==> config.mk <==
export PLATFORM = sky130hd
export DESIGN_NAME = clkdiv_prog
export DESIGN_NICKNAME = d
export VERILOG_FILES = /design/src/rtl/clkdiv_prog.sv
export SDC_FILE = /design/constraint.sdc
export NUM_CORES = 1
export LEC_CHECK = 0
export CORE_MARGIN = 3
export CORE_UTILIZATION = 49
export CTS_CLUSTER_DIAMETER = 100
export DETAILED_ROUTE_END_ITERATION = 12
export HOLD_SLACK_MARGIN = 0.05
export PLACE_DENSITY_LB_ADDON = 0.15
export SLEW_MARGIN = 15
export SYNTH_ARGS = -nofsm -noshare
export SYNTH_HDL_FRONTEND = slang
export SYNTH_SLANG_ARGS = --single-unit
==> constraint.sdc <==
create_clock -name clk -period 5.2 [get_ports clk]
set_clock_uncertainty 0.2 [all_clocks]
set_input_delay 1.04 -clock clk [delete_from_list [all_inputs] [get_ports clk]]
set_output_delay 1.04 -clock clk [all_outputs]
set_load 0.01 [all_outputs]
==> src/rtl/clkdiv_prog.sv <==
// clkdiv_prog: runtime-programmable divided clock / step-pulse generator with
// glitch-free period-boundary reprogramming and optional finite bursts.
module clkdiv_prog #(
    parameter int WIDTH    = 32,
    parameter int CNTW     = 16,
    parameter int DEF_DIV  = 50000000,
    parameter int DEF_HIGH = 25000000,
    parameter bit AUTORUN  = 1'b1
) (
    input  logic             clk,
    input  logic             rst_n,
    input  logic             start,
    input  logic             stop,
    input  logic             load,
    input  logic [WIDTH-1:0] div_in,
    input  logic [WIDTH-1:0] high_in,
    input  logic [CNTW-1:0]  pulses_in,
    output logic             clk_out,
    output logic             tick,
    output logic             done,
    output logic             busy
);
    typedef enum logic {IDLE, RUN} state_t;
    state_t state;
    logic [WIDTH-1:0] cnt, cnt_nxt, div_act, high_act, div_sh, high_sh, div_s, high_s;
    logic [CNTW-1:0] remaining;
    logic stop_pend, wrap, last;
    always_comb begin
        div_s   = (div_in < WIDTH'(2)) ? WIDTH'(2) : div_in;
        high_s  = (high_in > div_s) ? div_s : high_in;
        cnt_nxt = cnt + WIDTH'(1);
        wrap    = (cnt == div_act - WIDTH'(1));
        last    = (remaining == CNTW'(1)) || stop_pend || stop;
    end
    // done is raised on the final cycle of the final period and doubles as the
    // "leave RUN at this wrap" flag, so tick/done/state change stay aligned.
    always_ff @(posedge clk) begin
        if (!rst_n) begin
            state     <= AUTORUN ? RUN : IDLE;
            cnt       <= '0;
            div_act   <= WIDTH'(DEF_DIV);
            div_sh    <= WIDTH'(DEF_DIV);
            high_act  <= WIDTH'(DEF_HIGH);
            high_sh   <= WIDTH'(DEF_HIGH);
            remaining <= '0;
            stop_pend <= 1'b0;
            tick      <= 1'b0;
            done      <= 1'b0;
            clk_out   <= AUTORUN && (DEF_HIGH > 0);
            busy      <= AUTORUN;
        end else begin
            tick <= 1'b0;
            done <= 1'b0;
            if (state == IDLE) begin
                if (load) begin
                    div_sh   <= div_s;
                    div_act  <= div_s;
                    high_sh  <= high_s;
                    high_act <= high_s;
                end
                if (start) begin
                    state     <= RUN;
                    busy      <= 1'b1;
                    cnt       <= '0;
                    remaining <= pulses_in;
                    clk_out   <= (load ? high_s : high_act) != '0;
                end
            end else begin
                if (load) begin
                    div_sh  <= div_s;
                    high_sh <= high_s;
                end
                if (wrap) begin
                    cnt      <= '0;
                    div_act  <= div_sh;
                    high_act <= high_sh;
                    if (done) begin
                        state     <= IDLE;
                        busy      <= 1'b0;
                        clk_out   <= 1'b0;
                        remaining <= '0;
                        stop_pend <= 1'b0;
                    end else begin
                        clk_out   <= high_sh != '0;
                        remaining <= remaining - CNTW'(remaining != '0);
                        stop_pend <= stop_pend | stop;
                    end
                end else begin
                    cnt       <= cnt_nxt;
                    clk_out   <= cnt_nxt < high_act;
                    stop_pend <= stop_pend | stop;
                    if (cnt_nxt == div_act - WIDTH'(1)) begin
                        tick <= 1'b1;
                        done <= last;
                    end
                end
            end
        end
    end
endmodule

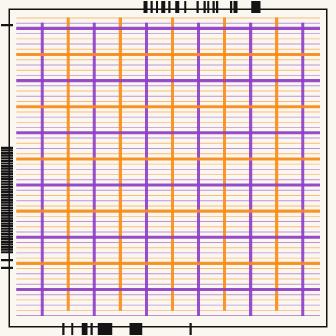
Figure 1: run 1, power grid.
Pins as bars on the die edge.
| color | net |
|---|---|
| orange | VDD |
| purple | VSS |
met1 rails: 58
rows: 57

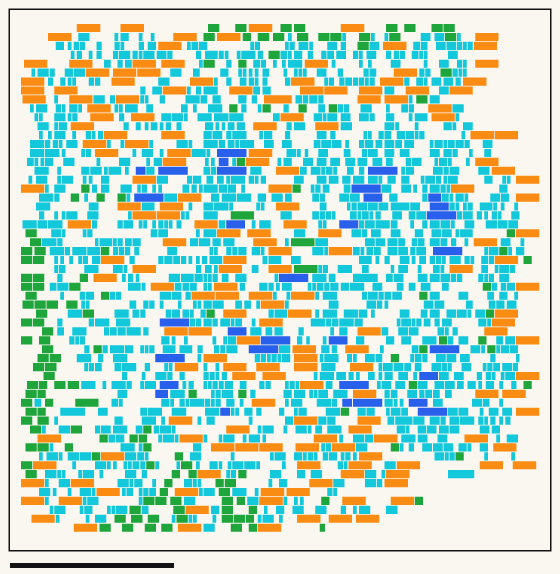
Figure 2: run 1, cells colored by class.
The bar under the picture is 50 um long.
| color | class | cells |
|---|---|---|
| cyan | combinational and other logic | 1274 |
| green | other buffers and delay cells | 151 |
| blue | clock drivers and dummy loads | 32 |
| orange | flops | 182 |

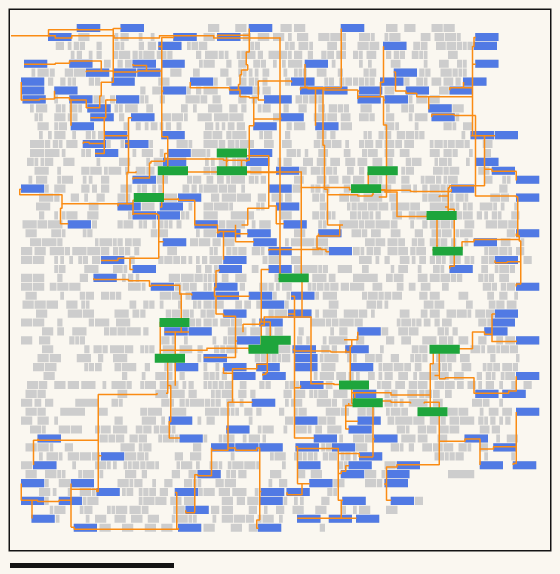
Figure 3: run 1, clock distribution.
The bar under the picture is 50 um long.
[green] clock drivers | count: 17
[orange] clock wires | length: 2620 um
[blue] flip-flops | count: 182
routed clock nets: 18

==> summary.txt, run 1 <==
Quick summary of the implementation run below.

The netlist area before placement is 0.0123 mm^2. The run finished with clean final reports. Grouping stages by cell kind, the critical path spends the most delay in simple AND/OR/NAND/NOR gates. The relative max-transition margin came out at 0.335.

In the final routed layout, each cell accounts on average for between 20 and 25 um. STA lists the startpoint of the worst hold path as div_sh[13]. Per the post-synthesis stats, the area per cell is between 7 and 8 um^2. The share of flip-flops with an asynchronous set or reset is 0. The total cell area reported by yosys after synthesis came out at between 0.01 and 0.015 mm^2. The depth of the CTS H-tree came out at 4. The number of buffer and inverter stages on the critical path is 3. The final count of negative-setup-slack endpoints is 0.

The flow reported a cell area power density of roughly 230 mW/mm^2. The number of nets in the finished design is between 1500 and 2000. Setup repair after global routing left no endpoint under its margin. The synthesis run shows the most used standard cells to be nor2_1 (185), dfxtp_1 (182), nand2_1 (137). The number of port buffers is 88. Once iteration 0 of detailed routing completed, the report listed approximately 1400 DRC markers. The post-synthesis net count is ~1700. The worst-case setup slack after placement is -0.109 ns. The final count of hold timing violations came out at 0. Measured on the finished design, the core utilization comes to 0.583. The number of synthesized flops with an enable pin came out at 0.

The Yosys warning count came out at 0. The primary flip-flop cell chosen by synthesis mapping is dfxtp_1. The main area contributors are dfxtp_1 (30%), ha_1 (6.8%), nor2_1 (5.6%).

The cell type with the highest aggregate area in the netlist is dfxtp_1. The total chip power is about 0.0033 W. The total via count in the routed design is ~12000. The final critical-path required period came out at between 4 and 5 ns. The residual overflow from global routing is 0. The max-capacitance violation count is 0. The peak ir drop on the vdd network is about 0.17 mV. The setup path with the least slack is of type input port to flop.

Per the TritonCTS log, the buffer count is 17. Sorting the synthesis cell report by count puts at the top nor2_1. The leakage power of the design is 6.18 nW. Data on the critical path arrives at its endpoint at 4.92 ns. The class of the tightest hold or removal check is flop to flop. In this run the deepest clock path goes through 2 buffers. Listed in order, past its start point the critical path passes clkdlybuf4s50_1 -> nor4_2 -> buf_4 -> nand3_1 -> nor3_1 -> nor2_1 -> ha_1 -> nor2b_1 -> o211ai_1 -> a21boi_0 -> o31a_1 -> o31ai_4 -> buf_12 -> mux2i_1 -> nand2_1 -> a22oi_1 -> nor4b_1 -> a41oi_1. The number of detailed-route iterations in the first pass is 6. The die is 165 um wide.

The floorplan row count came out at roughly 57. The origin of the worst setup path is div_in[29]. The critical path maximum fanout is 38. The sequential area share after synthesis is 0.296. The root buffer selected by CTS is clkbuf_16. STA classifies the critical path startpoint as an input port.
==> run 1: final cells by class <==
| class | instances | area, um^2 |
|---|---|---|
| Clock buffer | 17 | 425 |
| Clock inverter | 15 | 204 |
| Fill cell | 2318 | 10200 |
| Inverter | 76 | 285 |
| Multi-Input combinational cell | 1198 | 7950 |
| Sequential cell | 182 | 3650 |
| Tap cell | 324 | 405 |
| Timing Repair Buffer | 151 | 1400 |
==> run 1: tightest hold or removal path: cells and delay by family (launching register included) <==
family	cells	cell delay [ns]
muxes	1	0.06
and+or+nand+nor	1	0.06
DFF	1	0.33
==> run 1: placed cells by master, fill, tap and decap left out, drive strengths merged, types with 10 or more instances in the layout <==
cell / n
nand4: 26
clkdlybuf4s50: 86
inv: 86
xnor2: 78
a22oi: 21
clkbuf: 17
xor2: 43
dfxtp: 182
buf: 65
a21oi: 97
a211oi: 26
a21o: 15
and3: 16
o211ai: 31
nor3: 42
nor4: 48
mux2i: 57
or4: 10
nand3: 34
o211a: 38
nand2: 138
mux2: 14
nor2: 186
o21ai: 81
ha: 67
==> run 1: stage by stage <==
step	std cells	cell area (um^2)	hold WS [ns]	TNS, ns
global route	1963	14300	0.305	0
finish	1963	14300	0.278	0
CTS	1963	14300	0.274	0
floorplan	1570	12300	0.241	0
detailed placement	1931	13700	0.258	-0.124
global placement	1931	13700	0.256	-0.0391
==> run 1: kinds of logic after synthesis <==
| group | after synthesis | synth area share |
|---|---|---|
| AND-OR/OR-AND | 385 | 0.211 |
| XOR/XNOR | 122 | 0.0878 |
| adder cells (fa/ha/maj) | 67 | 0.0680 |
| buffers and inverters | 190 | 0.0616 |
| flip-flops | 182 | 0.296 |
| multiplexers | 71 | 0.0591 |
| AND/OR/NAND/NOR | 553 | 0.217 |
==> run 1: per-layer routing <==
layer	part of all wire	up-vias	routed length, um	global-route usage
li1	-	5764	-	-
met1	0.46	5756	19300	0.449
met2	0.44	459	18500	0.473
met3	0.066	78	2790	0.0492
met4	0.043	0	1820	0.133
met5	0	-	0	0
==> run 1: report_power, final <==
group	internal [W]	total, W	switching [W]	leakage (nW)
combinational	0.000178	0.000401	0.000223	4.39
sequential	0.00143	0.00146	0.0000301	1.48
clock	0.000675	0.00141	0.000735	0.304
==> run 1: flip-flops by register name, indices dropped and copies added, names as in the netlist <==
name       flops
busy           1
clk_out        1
cnt           32
div_act       32
div_sh        32
done           1
high_act      32
high_sh       32
remaining     16
state          1
stop_pend      1
tick           1
==> run 1: worst paths after layout <==
check	slack (ns)	depth (start not counted)	endpoint
worst max register to register	0.50	18	clk_out
worst min-delay path	0.28	2	div_sh[13]
worst min register to register	0.28	2	div_sh[13]
worst max-delay path	0.41	18	clk_out
==> run 1: timing repair <==
item / CTS / global route
endpoints found under the setup margin: 0 / 1
hold buffers: 0 / 0
buffers inserted: 0 / 0
gates resized: 0 / 1
Figure 4. Signal wires by layer (run 1).
Only two layers are drawn.
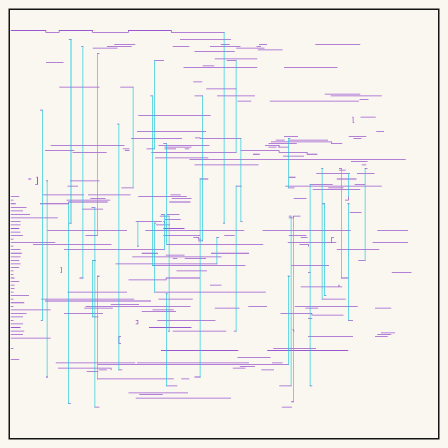

==> run 2, diff against run 1 <==
Settings changed: CAP_MARGIN from default to 25, REMOVE_ABC_BUFFERS from default to 1.
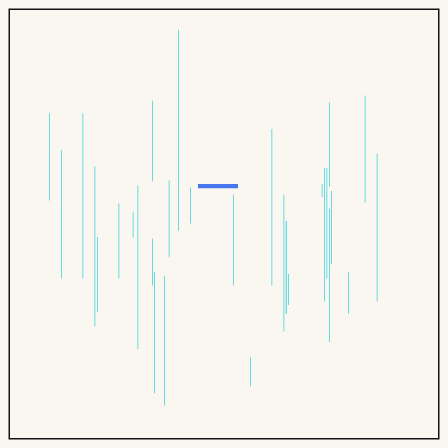
Figure 5: run 2, signal wires by layer.
Only two layers are drawn.
| color | layer | wire length |
|---|---|---|
| cyan | metal 4 | 1130 um |
| blue | metal 5 | 13.8 um |

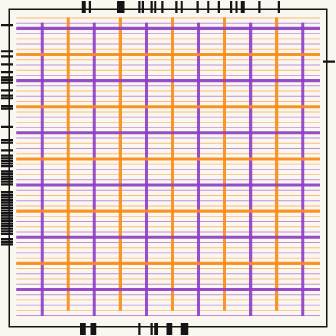
Figure 6: run 2, power grid.
Pins as bars on the die edge.
| color | net |
|---|---|
| orange | VDD |
| purple | VSS |
met1 rails: 58
signal pins: 89
met4 straps: 11
Vert. Die Dim: 165 um
maximum VDD drop: 0.173 mV
Core Area: 0.0245 mm^2

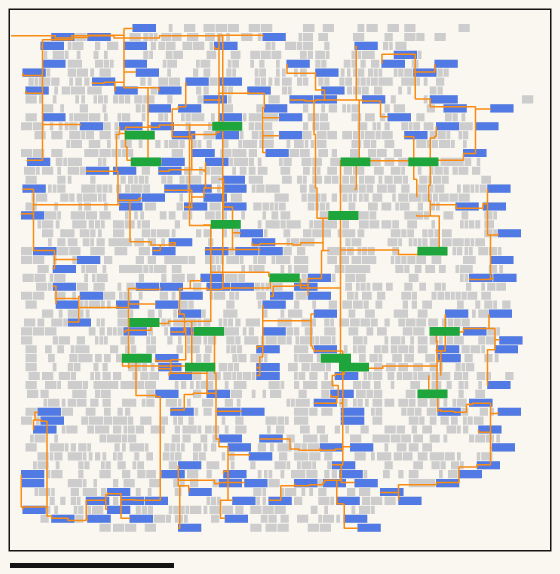
Figure 7: run 2, clock distribution.
The bar under the picture is 50 um long.
[green] clock drivers | count: 17
[blue] flip-flops | count: 182
[orange] clock wires | length: 2470 um
routed clock nets: 18
clock group share of total power: 0.415
power attributed to the clock group: 0.00131 W
clock network latency to the later pin of the worst-skew pair: 0.45 ns

==> run 2 against run 1 <==
  * Non-clock buffer count down 6
  * Worst hold slack got worse by 0.0025 ns
  * Critical path depth did not move
  * Synthesized cell count unchanged
  * Global-route usage shrank 1.6 points
  * Sequential power barely moved
  * Cell count shrank 0.31%
  * Sequential share of layout area up 0.12 points
  * Total power is 3.3% lower
  * Combinational power shrank 2%
  * Critical endpoint unchanged
  * Highest routed layer is now met5
==> summary.txt, run 2 <==
Quick summary of the implementation run below.

For met3 alone, demand over resource in global routing was 0.0449. The synthesized area per cell is ~7.9 um^2. Across all hold checks on the routed design, the worst slack comes to approximately 0.28 ns.

The launching element type of the critical path is an input port. Together, buffers and inverters on the worst path number 3. The final count of hold timing violations came out at 0. The report puts the cell count of the worst reg-to-reg path at 18.

The number of cells on the critical path is 18. The initial detailed-routing violation count is 1168. The critical path ends at clk_out. Across the run, the number of max-cap violations was 0. The number of port buffers is 88. The hold-fix buffer count after cts came out at 0. By area the synthesized netlist is led by dfxtp_1 (30%), ha_1 (6.8%), nor2_1 (5.6%). The final design area excluding fillers is ~0.014 mm^2.

Summed over all instances, the cell type with the most area after synthesis is dfxtp_1. The total of cells resized after clock tree synthesis is 0. CTS placed an instance of clkbuf_16 at the clock tree root. Per STA, the worst path accumulates the most delay in the family simple AND/OR/NAND/NOR gates.

The residual overflow from global routing came out at 0. The reg2reg setup slack came out at roughly 0.44 ns. The mapped netlist covers 0.0123 mm^2. The routed layout has between 10000 and 15000 vias.

The global routing usage on met2 is 0.465. Overall power consumption after layout is estimated at around 0.0032 W. The primary flip-flop cell chosen by synthesis mapping is dfxtp_1. In the layout the commonest cells are nor2_1 (185), dfxtp_1 (181), nand2_1 (137). Power spread over the standard cell area amounts to roughly 220 mW/mm^2. The flow ran to the end, and the final reports show no timing, DRC or antenna violations. Checking hold timing, the worst path is listed with class flop to flop. The count of fill cells added during filler insertion came out at between 2000 and 2500. The post-CTS setup buffer count is 0.

The horizontal die dimension is 165 um. The number of nets in the finished design is around 1800. The launch point of the critical path was reported as div_in[11]. The relative max-transition margin is 0.393. The total cell area reported by yosys after synthesis is around 0.012 mm^2. The clock passes through at most 2 buffers. Routing resource usage on met1 recorded by global route was 0.429. Setup repair after global routing left no endpoint under its margin. Per the timing report, the most critical flop-to-flop path finishes at clk_out. The cell sequence reported for the critical path is clkdlybuf4s50_1 -> nor4_1 -> buf_4 -> nand3_1 -> nor3_1 -> nor2_1 -> ha_1 -> nor2b_1 -> o211ai_1 -> a21boi_0 -> o31a_1 -> o31ai_4 -> buf_12 -> mux2i_1 -> mux2_2 -> nand3_1 -> nor4_1 -> a41oi_1.

The most frequent standard cell in the layout excluding fill and tap cells is nor2_1. Data arrives at the worst endpoint at between 4 and 5 ns. The type of the worst setup path is input port to flop.
## run 2: logic make-up after synthesis
| kind of cell | Yosys count | synth area share |
|---|---|---|
| multiplexers | 71 | 0.0591 |
| adder cells (fa/ha/maj) | 67 | 0.0680 |
| AND/OR/NAND/NOR | 553 | 0.217 |
| AND-OR/OR-AND | 385 | 0.211 |
| XOR/XNOR | 122 | 0.0878 |
| buffers and inverters | 190 | 0.0616 |
| flip-flops | 182 | 0.296 |
## run 2: layout make-up
type | instances | area [um^2] | area share
clock buffers | 17 | 425 | 0.0299
clock inverters | 15 | 164 | 0.0115
inverters | 76 | 285 | 0.0200
multi-input cells | 1198 | 7940 | 0.557
flip-flops and latches | 182 | 3650 | 0.256
well taps | 324 | 405 | 0.0285
repair buffers | 145 | 1380 | 0.0966
## run 2: per-layer routing
| layer | vias to the layer above | wire length (um) |
|---|---|---|
| li1 | 5733 | - |
| met1 | 5686 | 18000 |
| met2 | 506 | 17900 |
| met3 | 71 | 3080 |
| met4 | 2 | 1130 |
| met5 | - | 13 |
## run 2: stage by stage
step / cells / util
floorplan: 1456 / -
global placement: 1925 / 0.557
detailed placement: 1925 / 0.557
CTS: 1957 / 0.581
global route: 1957 / 0.581
finish: 1957 / 0.581
## run 2: worst register-to-register path, stage by stage (launching register included)
cell and delay [ns]:
dfxtp_1 0.50, ha_1 0.30, inv_1 0.14, nor2_1 0.33, and3_1 0.31, nand2_1 0.18, nor2_1 0.26, and3_1 0.29
xor2_1 0.12, ha_1 0.31, nand4_1 0.13, nor2_1 0.21, nand2_1 0.08, nor4_1 0.29, a31oi_1 0.07, o211ai_1 0.16
o21ai_0 0.22, nor4b_1 0.37, a41oi_1 0.15
## run 2: worst min-delay path by stage
stage | from | to | slack [ns] | cells past startpoint
floorplan | div_sh[12] | div_sh[12] | 0.24 | 2
global placement | div_sh[15] | div_sh[15] | 0.26 | 2
detailed placement | div_sh[19] | div_sh[19] | 0.26 | 2
CTS | remaining[9] | remaining[9] | 0.28 | 2
global route | remaining[15] | remaining[15] | 0.30 | 2
finish | remaining[9] | remaining[9] | 0.28 | 2
## run 2: power by group
part / total, W / switching, W / internal (W)
combinational: 0.000392 / 0.000214 / 0.000178
clock: 0.00131 / 0.000668 / 0.000644
sequential: 0.00146 / 0.0000290 / 0.00143
Figure 8. The clock network (run 2).
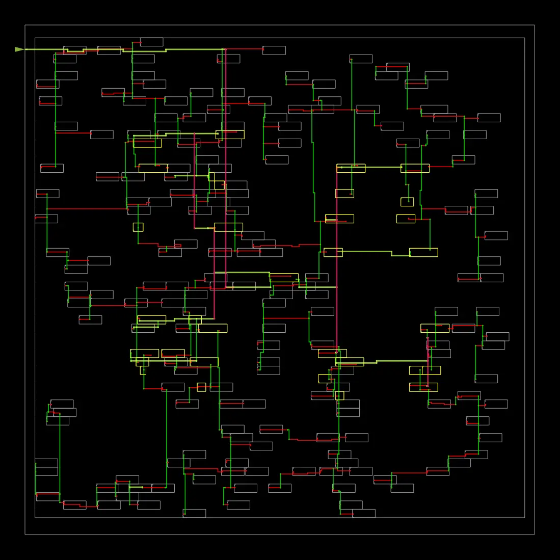

==> run 3, diff against run 2 <==
Settings changed: CTS_CLUSTER_SIZE from default to 10, PLACE_DENSITY from default to 0.68, PLACE_DENSITY_LB_ADDON 0.15 to default.
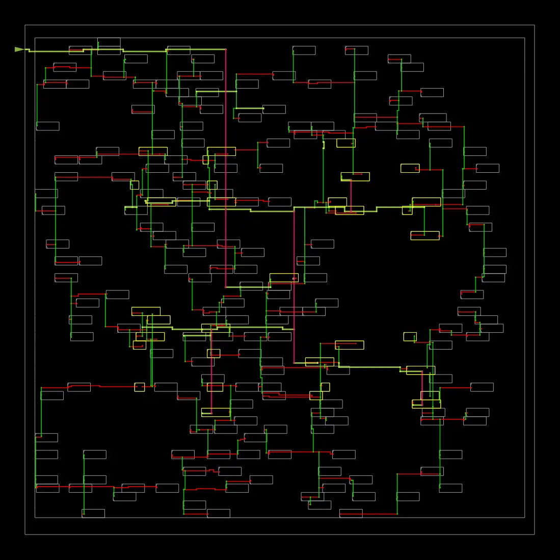
Figure 9: run 3, the clock network.
power attributed to the clock group: 0.00133 W
flip-flops: 182
CTS sink cnt: 182
layout clock buffer count: 18

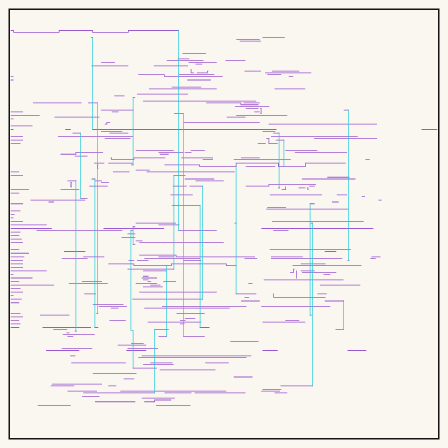
Figure 10: run 3, signal wires by layer.
Only two layers are drawn.
| color | layer | wire length |
|---|---|---|
| purple | metal 3 | 3090 um |
| cyan | metal 4 | 938 um |

==> run 3 against run 2 <==
  * Total power rose by 1.1%
  * Global-route usage fell by 0.29 points
  * Combinational power rose by 5.1%
  * Worst hold slack improved by 0.0026 ns
  * Die area did not move
  * Cell count rose by 0.51%
  * Critical path depth did not move
  * Sequential share of layout area fell by 0.19 points
  * Utilization rose by 0.42 points
  * Clock-buffer cell count rose by 1
  * Largest cell class unchanged
==> summary.txt, run 3 <==
Quick summary of the implementation run below.

The flow ran to the end, and the final reports show no timing, DRC or antenna violations. The synthesized instance count came out at around 1600. The synthesis report lists the most area-consuming cells as dfxtp_1 (30%), ha_1 (6.8%), nor2_1 (5.6%). STA puts the critical path data arrival time at 4.90 ns. Per the summary, power density relative to cell area is roughly 220 mW/mm^2. The leakage power of the design is a little over 6 nW. Setup repair after global routing left no endpoint under its margin. The worst hold path belongs to the class flop to flop. The sequential area share after synthesis is 0.296. The synthesized area per cell came out at around 7.9 um^2.

STA classifies the critical path startpoint as an input port. The cell type with the highest aggregate area in the netlist is dfxtp_1. The count of fill cells added during filler insertion is around 2300.

Leaving out fill and tap cells, the most frequent cells in the layout are nor2_1 (184), dfxtp_1 (181), nand2_1 (137). The placeable core region came out at ~0.025 mm^2. The total cell area reported by yosys after synthesis came out at 0.0123 mm^2. The horizontal die dimension is around 160 um. Per the GRT congestion report, total overflow comes to 0. The tree is rooted in a clkbuf_16.

The per-cell routed wire length came out at about 20 um. The number of buffers added by the clock tree synthesis step is 17. The total via count in the routed design came out at about 12000. For this run, the number of Yosys warnings is 0. The final critical-path required period came out at around 4.8 ns.

The final count of negative-setup-slack endpoints came out at 0. The critical path is of the input port to flop type. The sum of negative setup slack came out at 0 ns. The number of detailed-route iterations in the first pass came out at 6. The worst-case setup slack after placement is -0.311 ns. The max-capacitance violation count came out at 0. The peak ir drop on the vdd network came out at between 0.15 and 0.2 mV. The relative max-transition margin is 0.305. The total chip power came out at 0.00320 W. After synthesis the cells add up to 0.0123 mm^2. Yosys instantiated no cell more often than nor2_1.

The vertical extent of the die is about 160 um. The initial detailed-routing violation count came out at approximately 1400. The top fanout value on the critical path is 10. The depth of the CTS H-tree is 4. The core utilization of the finished layout came out at 0.585. The detailed router reported a total wirelength of ~40 mm.

The share of flip-flops with an asynchronous set or reset is 0. The number of synthesized flops with an enable pin is 0. The primary flip-flop cell chosen by synthesis mapping is dfxtp_1. The final count of hold timing violations came out at 0. The insertion delay to the later sink of the worst-skew pair is 0.45 ns. The worst hold slack across all endpoints is ~0.28 ns.

The floorplan row count came out at between 50 and 60. The maximum buffer depth of the clock tree came out at 2. The number of port buffers came out at just under 90.

The post-CTS setup buffer count is 0. The number of nets in the finished design is between 1500 and 2000. Yosys reports that the most numerous cell types are nor2_1 (185), dfxtp_1 (182), nand2_1 (137). Leaving out fill and tap cells, the most frequent cell in the layout is nor2_1.
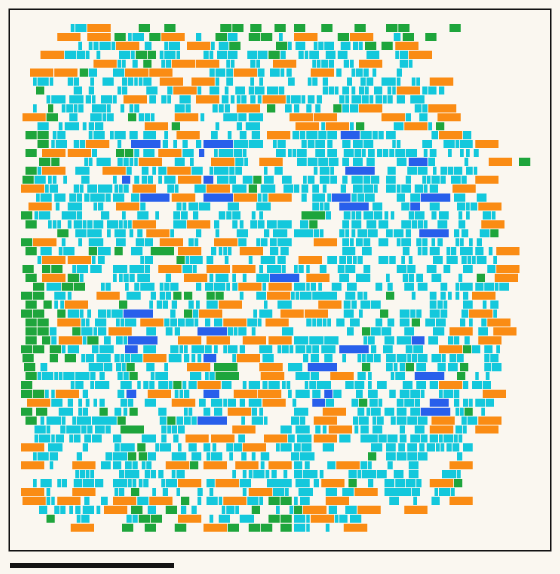
Figure 11: run 3, cells colored by class.
The bar under the picture is 50 um long.
| color | class | cells |
|---|---|---|
| blue | clock drivers and dummy loads | 32 |
| orange | flops | 182 |
| cyan | combinational and other logic | 1274 |
| green | other buffers and delay cells | 155 |

## run 3: routing by layer
metal | up-vias | global-route usage | routed length (um)
li1 | 5784 | - | -
met1 | 5656 | 0.431 | 18200
met2 | 545 | 0.458 | 18000
met3 | 47 | 0.0399 | 3090
met4 | 0 | 0.0846 | 937
met5 | - | 0 | 0
## run 3: worst max-delay path, cell delays in order
cell             delay (ns)
clkdlybuf4s50_1        0.47
nor4_2                 0.46
nand3_1                0.15
nor3_2                 0.21
nor2_1                 0.09
ha_1                   0.28
nor2b_1                0.13
o211ai_1               0.15
a21boi_0               0.11
o31a_1                 0.32
o31ai_4                0.23
buf_4                  0.26
buf_12                 0.14
o21ai_0                0.07
a21oi_1                0.25
o21bai_1               0.11
nor4_1                 0.29
a41oi_1                0.14
## run 3: final cells by class
class                           instances  area (um^2)  share of cell area
Inverter                               76          285              0.0199
Sequential cell                       182         3650               0.254
Clock buffer                           18          439              0.0306
Multi-Input combinational cell       1198         7980               0.556
Clock inverter                         14          156              0.0109
Timing Repair Buffer                  155         1440               0.100
Tap cell                              324          405              0.0283
## run 3: cells by family (layout without fill, tap and decap cells)
logic type / after synthesis / count (layout) / synth area share
xor gates and xnor gates: 122 / 122 / 0.0878
muxes: 71 / 71 / 0.0591
AOI/OAI and AO/OA: 385 / 385 / 0.211
DFF: 182 / 182 / 0.296
and+or+nand+nor: 553 / 553 / 0.217
adders and majority gates: 67 / 67 / 0.0680
buffers and inverters: 190 / 263 / 0.0616
## run 3: worst paths after layout
path | from | endpoint | slack (ns) | cells past startpoint
max | div_in[17] | clk_out | 0.41 | 18
min | remaining[8] | remaining[8] | 0.28 | 2
max reg2reg | cnt[2] | clk_out | 0.45 | 17
min reg2reg | remaining[8] | remaining[8] | 0.28 | 2
## run 3: repair_timing
item                                   4_1_cts  5_1_grt
endpoints found under the hold margin        0        0
setup endpoints to repair                    0       12
gates resized                                0        5
hold buffers                                 0        0
## run 3: stage by stage
stage	instance area [um^2]	std cells
floorplan	11900	1456
global placement	13700	1935
detailed placement	13700	1935
CTS	14300	1967
global route	14300	1967
finish	14300	1967
## run 3: power breakdown
group          internal (W)  switching, W  leakage [nW]
Clock              0.000657      0.000670         0.286
Sequential          0.00143     0.0000278          1.48
Combinational      0.000190      0.000221          4.42
Total               0.00228      0.000919          6.18
Power is estimated from default activity; no workload was simulated.
